==> src/rtl/pulse_width_monitor_if.sv <==
// pulse_width_monitor_if
//   Bundles the monitored signals, run-time configuration and the
//   violation/error reporting of pulse_width_monitor.
//   Ports of the monitor (slave modport):
//     sig_in, ch_en        per-channel monitored signals and check enables
//     cfg_max_high         max legal consecutive high samples (0 = off)
//     cfg_min_low          min low samples between pulses (0 = off)
//     err_clr              clears err_sticky / err_count (and first-error capture)
//     viol_long, viol_gap  per-channel 1-cycle violation strobes
//     err_sticky           per-channel sticky error flags
//     err_count            saturating total violation count
//   Build option: PULSE_MON_FIRST_ERR_EN adds first_err_valid,
//   first_err_ch and first_err_type.
interface pulse_width_monitor_if #(
  parameter int NUM_CH = 4,
  parameter int CNT_W  = 8,
  parameter int ERR_W  = 16
);
  localparam int FE_W = (NUM_CH > 1) ? $clog2(NUM_CH) : 1;

  logic [NUM_CH-1:0] sig_in;
  logic [NUM_CH-1:0] ch_en;
  logic [CNT_W-1:0]  cfg_max_high;
  logic [CNT_W-1:0]  cfg_min_low;
  logic              err_clr;
  logic [NUM_CH-1:0] viol_long;
  logic [NUM_CH-1:0] viol_gap;
  logic [NUM_CH-1:0] err_sticky;
  logic [ERR_W-1:0]  err_count;
`ifdef PULSE_MON_FIRST_ERR_EN
  logic              first_err_valid;
  logic [FE_W-1:0]   first_err_ch;
  logic              first_err_type;

  modport master (
    output sig_in, ch_en, cfg_max_high, cfg_min_low, err_clr,
    input  viol_long, viol_gap, err_sticky, err_count,
    input  first_err_valid, first_err_ch, first_err_type
  );
  modport slave (
    input  sig_in, ch_en, cfg_max_high, cfg_min_low, err_clr,
    output viol_long, viol_gap, err_sticky, err_count,
    output first_err_valid, first_err_ch, first_err_type
  );
`else
  modport master (
    output sig_in, ch_en, cfg_max_high, cfg_min_low, err_clr,
    input  viol_long, viol_gap, err_sticky, err_count
  );
  modport slave (
    input  sig_in, ch_en, cfg_max_high, cfg_min_low, err_clr,
    output viol_long, viol_gap, err_sticky, err_count
  );
`endif
endinterface

==> src/rtl/pulse_width_monitor.sv <==
// pulse_width_monitor
//   Multi-channel pulse-shape checker. Each channel checks the maximum
//   consecutive high width and the minimum low gap between pulses, raising
//   registered 1-cycle strobes, sticky flags and a saturating total count.
//   Ports:
//     clk    clock, all sampling on posedge
//     reset  synchronous active-high reset
//     mon    pulse_width_monitor_if.slave (signals, config, error outputs)
//   Build option: define PULSE_MON_FIRST_ERR_EN to capture the first
//   violation (channel and type) after reset or err_clr.
module pulse_width_monitor #(
  parameter int NUM_CH = 4,
  parameter int CNT_W  = 8,
  parameter int ERR_W  = 16
) (
  input  logic                  clk,
  input  logic                  reset,
  pulse_width_monitor_if.slave  mon
);

  localparam int PC_W = $clog2(NUM_CH + 1);
  localparam logic [CNT_W-1:0] CNT_MAX = '1;
  localparam logic [ERR_W-1:0] ERR_MAX = '1;

  typedef enum logic [1:0] {IDLE = 2'd0, HIGH = 2'd1, GAP = 2'd2} state_t;

  logic [NUM_CH-1:0] long_ev;
  logic [NUM_CH-1:0] gap_ev;

  // ---------------------------------------------------------------------
  // Per-channel FSMs
  // ---------------------------------------------------------------------
  generate
    for (genvar gi = 0; gi < NUM_CH; gi++) begin : g_ch
      state_t           state_reg, state_next;
      logic [CNT_W-1:0] hcnt_reg, hcnt_next;
      logic [CNT_W-1:0] lcnt_reg, lcnt_next;
      // Set once the current pulse has reported its long violation so a
      // long (possibly saturated) pulse never re-fires.
      logic             fired_reg, fired_next;
      logic             en;
      logic             s;

      assign en = mon.ch_en[gi];
      assign s  = mon.sig_in[gi];

      always_ff @(posedge clk) begin
        if (reset) begin
          state_reg <= IDLE;
          hcnt_reg  <= '0;
          lcnt_reg  <= '0;
          fired_reg <= 1'b0;
        end else begin
          state_reg <= state_next;
          hcnt_reg  <= hcnt_next;
          lcnt_reg  <= lcnt_next;
          fired_reg <= fired_next;
        end
      end

      always_comb begin
        state_next = state_reg;
        hcnt_next  = hcnt_reg;
        lcnt_next  = lcnt_reg;
        fired_next = fired_reg;
        if (!en) begin
          state_next = IDLE;
          hcnt_next  = '0;
          lcnt_next  = '0;
          fired_next = 1'b0;
        end else begin
          case (state_reg)
            IDLE: begin
              if (s) begin
                state_next = HIGH;
                hcnt_next  = CNT_W'(1);
                lcnt_next  = '0;
                fired_next = 1'b0;
              end
            end
            HIGH: begin
              if (s) begin
                hcnt_next = (hcnt_reg == CNT_MAX) ? hcnt_reg : hcnt_reg + CNT_W'(1);
                if (long_ev[gi]) fired_next = 1'b1;
              end else begin
                hcnt_next  = '0;
                lcnt_next  = CNT_W'(1);
                fired_next = 1'b0;
                state_next = (mon.cfg_min_low <= CNT_W'(1)) ? IDLE : GAP;
              end
            end
            GAP: begin
              if (s) begin
                state_next = HIGH;
                hcnt_next  = CNT_W'(1);
                lcnt_next  = '0;
                fired_next = 1'b0;
              end else begin
                lcnt_next = (lcnt_reg == CNT_MAX) ? lcnt_reg : lcnt_reg + CNT_W'(1);
                // Compare one bit wider so lcnt+1 cannot wrap.
                if (({1'b0, lcnt_reg} + (CNT_W+1)'(1)) >= {1'b0, mon.cfg_min_low})
                  state_next = IDLE;
              end
            end
            default: state_next = IDLE;
          endcase
        end
      end

      // Violation events for this sample; registered centrally below.
      // Entering HIGH always sets hcnt=1, so a long event (which needs
      // hcnt_reg>=1 while already in HIGH) can never coincide with a gap event.
      always_comb begin
        long_ev[gi] = en && (state_reg == HIGH) && s && (mon.cfg_max_high != '0)
                      && !fired_reg && (hcnt_reg >= mon.cfg_max_high);
        gap_ev[gi]  = en && (state_reg == GAP) && s && (lcnt_reg < mon.cfg_min_low);
      end
    end
  endgenerate

  // ---------------------------------------------------------------------
  // Aggregate error reporting
  // ---------------------------------------------------------------------
  logic [NUM_CH-1:0] viol_long_reg, viol_gap_reg;
  logic [NUM_CH-1:0] sticky_reg, sticky_next;
  logic [ERR_W-1:0]  count_reg, count_next;
  logic [NUM_CH-1:0] viol_any;
  logic [PC_W-1:0]   pop;
  logic [ERR_W:0]    sum;

  assign viol_any = long_ev | gap_ev;

  // err_clr wipes the old state first, then this cycle's events are applied.
  always_comb begin
    pop = '0;
    for (int i = 0; i < NUM_CH; i++) pop = pop + PC_W'(viol_any[i]);
    sum = {1'b0, (mon.err_clr ? '0 : count_reg)} + (ERR_W+1)'(pop);
    count_next  = (sum > {1'b0, ERR_MAX}) ? ERR_MAX : sum[ERR_W-1:0];
    sticky_next = (mon.err_clr ? '0 : sticky_reg) | viol_any;
  end

  always_ff @(posedge clk) begin
    if (reset) begin
      viol_long_reg <= '0;
      viol_gap_reg  <= '0;
      sticky_reg    <= '0;
      count_reg     <= '0;
    end else begin
      viol_long_reg <= long_ev;
      viol_gap_reg  <= gap_ev;
      sticky_reg    <= sticky_next;
      count_reg     <= count_next;
    end
  end

  assign mon.viol_long  = viol_long_reg;
  assign mon.viol_gap   = viol_gap_reg;
  assign mon.err_sticky = sticky_reg;
  assign mon.err_count  = count_reg;

`ifdef PULSE_MON_FIRST_ERR_EN
  localparam int FE_W = (NUM_CH > 1) ? $clog2(NUM_CH) : 1;

  logic            fe_valid_reg, fe_valid_next;
  logic [FE_W-1:0] fe_ch_reg, fe_ch_next;
  logic            fe_type_reg, fe_type_next;

  always_comb begin
    fe_valid_next = fe_valid_reg;
    fe_ch_next    = fe_ch_reg;
    fe_type_next  = fe_type_reg;
    if (mon.err_clr) begin
      fe_valid_next = 1'b0;
      fe_ch_next    = '0;
      fe_type_next  = 1'b0;
    end
    if (!fe_valid_next && (viol_any != '0)) begin
      fe_valid_next = 1'b1;
      // Scan downward so the lowest violating channel is the last written.
      for (int i = NUM_CH - 1; i >= 0; i--) begin
        if (viol_any[i]) begin
          fe_ch_next   = FE_W'(i);
          fe_type_next = gap_ev[i];
        end
      end
    end
  end

  always_ff @(posedge clk) begin
    if (reset) begin
      fe_valid_reg <= 1'b0;
      fe_ch_reg    <= '0;
      fe_type_reg  <= 1'b0;
    end else begin
      fe_valid_reg <= fe_valid_next;
      fe_ch_reg    <= fe_ch_next;
      fe_type_reg  <= fe_type_next;
    end
  end

  assign mon.first_err_valid = fe_valid_reg;
  assign mon.first_err_ch    = fe_ch_reg;
  assign mon.first_err_type  = fe_type_reg;
`endif

endmodule

==> src/flat_wrapper.sv <==
// flat-port wrapper written by rule: the top's interface ports become plain ports
module pulse_width_monitor_flat 
#(
  parameter int NUM_CH = 4,
  parameter int CNT_W  = 8,
  parameter int ERR_W  = 16
)
  (clk, reset, mon_sig_in, mon_ch_en, mon_cfg_max_high, mon_cfg_min_low, mon_err_clr, mon_viol_long, mon_viol_gap, mon_err_sticky, mon_err_count);
  pulse_width_monitor_if #(.NUM_CH(NUM_CH), .CNT_W(CNT_W), .ERR_W(ERR_W)) mon_i ();
  input  logic clk;
  input  logic reset;
  input wire logic [$bits(mon_i.sig_in)-1:0] mon_sig_in;
  input wire logic [$bits(mon_i.ch_en)-1:0] mon_ch_en;
  input wire logic [$bits(mon_i.cfg_max_high)-1:0] mon_cfg_max_high;
  input wire logic [$bits(mon_i.cfg_min_low)-1:0] mon_cfg_min_low;
  input wire logic [$bits(mon_i.err_clr)-1:0] mon_err_clr;
  output wire logic [$bits(mon_i.viol_long)-1:0] mon_viol_long;
  output wire logic [$bits(mon_i.viol_gap)-1:0] mon_viol_gap;
  output wire logic [$bits(mon_i.err_sticky)-1:0] mon_err_sticky;
  output wire logic [$bits(mon_i.err_count)-1:0] mon_err_count;
  assign mon_i.sig_in = mon_sig_in;
  assign mon_i.ch_en = mon_ch_en;
  assign mon_i.cfg_max_high = mon_cfg_max_high;
  assign mon_i.cfg_min_low = mon_cfg_min_low;
  assign mon_i.err_clr = mon_err_clr;
  assign mon_viol_long = mon_i.viol_long;
  assign mon_viol_gap = mon_i.viol_gap;
  assign mon_err_sticky = mon_i.err_sticky;
  assign mon_err_count = mon_i.err_count;
  pulse_width_monitor #(.NUM_CH(NUM_CH), .CNT_W(CNT_W), .ERR_W(ERR_W)) u_core (.clk(clk), .reset(reset), .mon(mon_i));
endmodule
==> config.mk <==
export PLATFORM = sky130hd
export DESIGN_NAME = pulse_width_monitor_flat
export DESIGN_NICKNAME = d
export VERILOG_FILES = /design/src/rtl/pulse_width_monitor_if.sv /design/src/rtl/pulse_width_monitor.sv /design/src/flat_wrapper.sv
export SDC_FILE = /design/constraint.sdc
export NUM_CORES = 1
export LEC_CHECK = 0
export CAP_MARGIN = 20
export CORE_UTILIZATION = 25
export CTS_CLUSTER_SIZE = 28
export DETAILED_ROUTE_END_ITERATION = 10
export DONT_BUFFER_PORTS = 1
export PLACE_DENSITY_LB_ADDON = 0.08
export SYNTH_ARGS = -nofsm -noshare
export SYNTH_HDL_FRONTEND = slang
export SYNTH_SLANG_ARGS = --single-unit
==> constraint.sdc <==
create_clock -name clk -period 9.85 [get_ports clk]
set_input_delay 1.4775 -clock clk [delete_from_list [all_inputs] [get_ports clk]]
set_output_delay 1.4775 -clock clk [all_outputs]
set_load 0.02 [all_outputs]
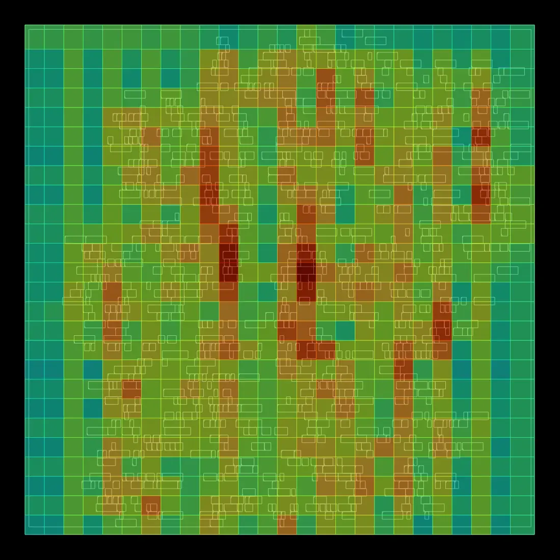
**Above:** routing congestion map.
most used routing layer: met2
Core Util, Final: 0.2773

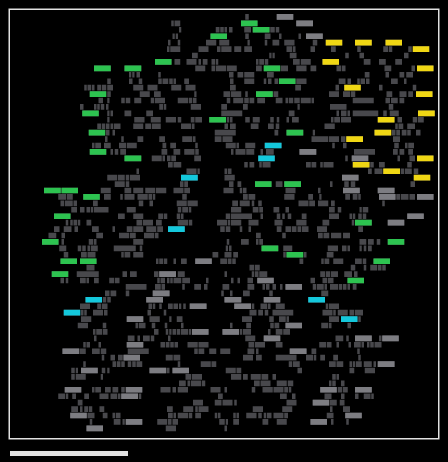
**Above:** where the registers sit.
The bar under the picture is 50 microns long. Other sequential cells in the stronger gray, the rest of the logic in the fainter gray.
[green] u_core.g_ch.lcnt_reg | flops: 32
[yellow] u_core.mon.err_count | flops: 16 | where: north-east
[cyan] u_core.g_ch.state_reg | flops: 8
not colored: 48

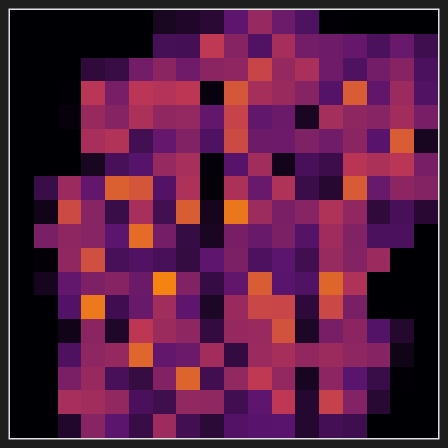
**Above:** cell area per tile.
The die is cut into 18 by 18 equal tiles; black is low, pale yellow is high, 0 to 100% covered.
mean over tiles: 25%
nearly empty tiles: 22%
emptiest ninth of the die: north-west
fullest tile: 72%

==> reports/metrics.csv <==
metric,value,unit
Avg WL per Cell,17.30,microns
combinational share of cell area,0.6437,
Non-Clock Buffer Area Fraction,0.003432,
Synth flops,104,
vias per inst,4.993,
Slew headroom,0.3331,
f_max,0.1669,GHz
reg2reg start,u_core.g_ch[1].hcnt_reg[0]$_SDFFE_PP0P_,
DP HPWL,18.25,mm
area growth from synthesis to layout,9.128,%
"crit path setup slack, layout",3857,ps
Post-CTS Setup Bufs,0,
final wirelength,23.57,mm
area of all placed cells without fillers,8751,sq um
clkbuf count,9,
cell area after placement,8443,sq um
critical path capture point,u_core.mon.err_count[11]$_SDFF_PP0_,
Seq power,0.000427,W
"top comb family, area",simple AND/OR/NAND/NOR gates,
CP Max Fanout,14,
Min-Delay Path Class,flop to flop,
Critical path buffers and inverters,1,
reg2reg end,u_core.mon.err_count[11]$_SDFF_PP0_,
combinational power share,0.107,
post-synthesis chip area from yosys,8019,sq um
met1 usage,0.1953,
distinct lib cells,74,
# resized after CTS,0,
Inverters,52,
Final Hold Viols,0,
ANT nets after route,0,
most instantiated logic cell after routing,ha_1,
tightest hold margin,471.0,ps
Post-synth area hogs,"dfxtp_1, ha_1, a21oi_1",
WL met2,10.94,mm
"IR drop worst, VDD",0.07876,mV
CTS Buf Count,9,
crit path kind,input pin to flop,
placed instance count,1345,
ys flop type,dfxtp_1,
Post-Syn Area,8019,sq um
dominant kind of cell,logic gates,
switching power total,0.0002580,W
Worst path most repeated cell,ha_1,
Synth area leader,dfxtp_1,
Die ar.,32800,sq um
Residual DRC,0,
DR WL met3,825,microns
logic area,5633,sq um
Mean Syn Cell Area,8.318,sq um
via count,6800,
synthesized instance count,964,
Worst Setup End Kind,flop,
Main power group,registers,
RSZ-0062 raised after global routing,false,
hold_sp,u_core.g_ch[0].fired_reg$_SDFFE_PP0P_,
fin cells,1362,
die width,181.1,microns
crit path DAT,6280,ps
GR met3 Demand/Resource,0.02882,
cts-stage hold buffer count,0,
CTS tree,done,
total core area,31560,sq um
CP required,10130,ps
number of global-route vias before repair,6630,
post-synthesis async set-or-reset flop share,0,
Seq area share,0.2379,
most common cell in the netlist,ha_1,
Synth top area share,0.2596,
Crit path depth,16,
"EDFF count, synth",0,
number of port buffers,0,
FILL cells,3412,
sequential share of power,0.466,
Leak Pwr,3.609,nW
Top Layer Used,met5,
status,completed,
critical path cell sequence,"ha_1, nand2b_1, a2111oi_0, o21ai_0, or3b_2, nand2_1, ha_1, fa_1, ha_1, inv_1, fa_1, nor2b_1, o2111ai_1, nor2_1, nand3_1, o21ai_0",
Floorplan Utilization,0.2541,
"Clk Latency, worst-skew pair",370,ps
"slowest stage delay, CP",640,ps
"CP delay by family, top",adder cells,
adder share,0.2016,
Non-Clock Buffer Count,4,
slowest CP cell,a2111oi_0,
xor and xnor fraction of the mapped netlist area,0.05570,
final worst-path cycle share,0.6084,
Sink Count,104,
Critical Path Source,mon_cfg_max_high[0],
clock power share,0.427,
max-slew violation count,0,
final setup vio count,0,
first-pass GRT wire length,38.14,mm
CP startpoint kind,input pin,
Clock Power,0.000392,W
Sum Neg Setup Slack,0,ps
Commonest cells post-synth,"ha_1, dfxtp_1, nor2_1, a21oi_1, nand2_1",
Hold Path Sink,u_core.g_ch[0].fired_reg$_SDFFE_PP0P_,
MUX area fraction,0.01404,
Simple-Gate Area Share,0.2470,
CTS root buffer,clkbuf_16,
Die Y,181.1,microns
Hold Crit Depth,2,
flip-flops,104,
Power and IR drop assume default switching activity.
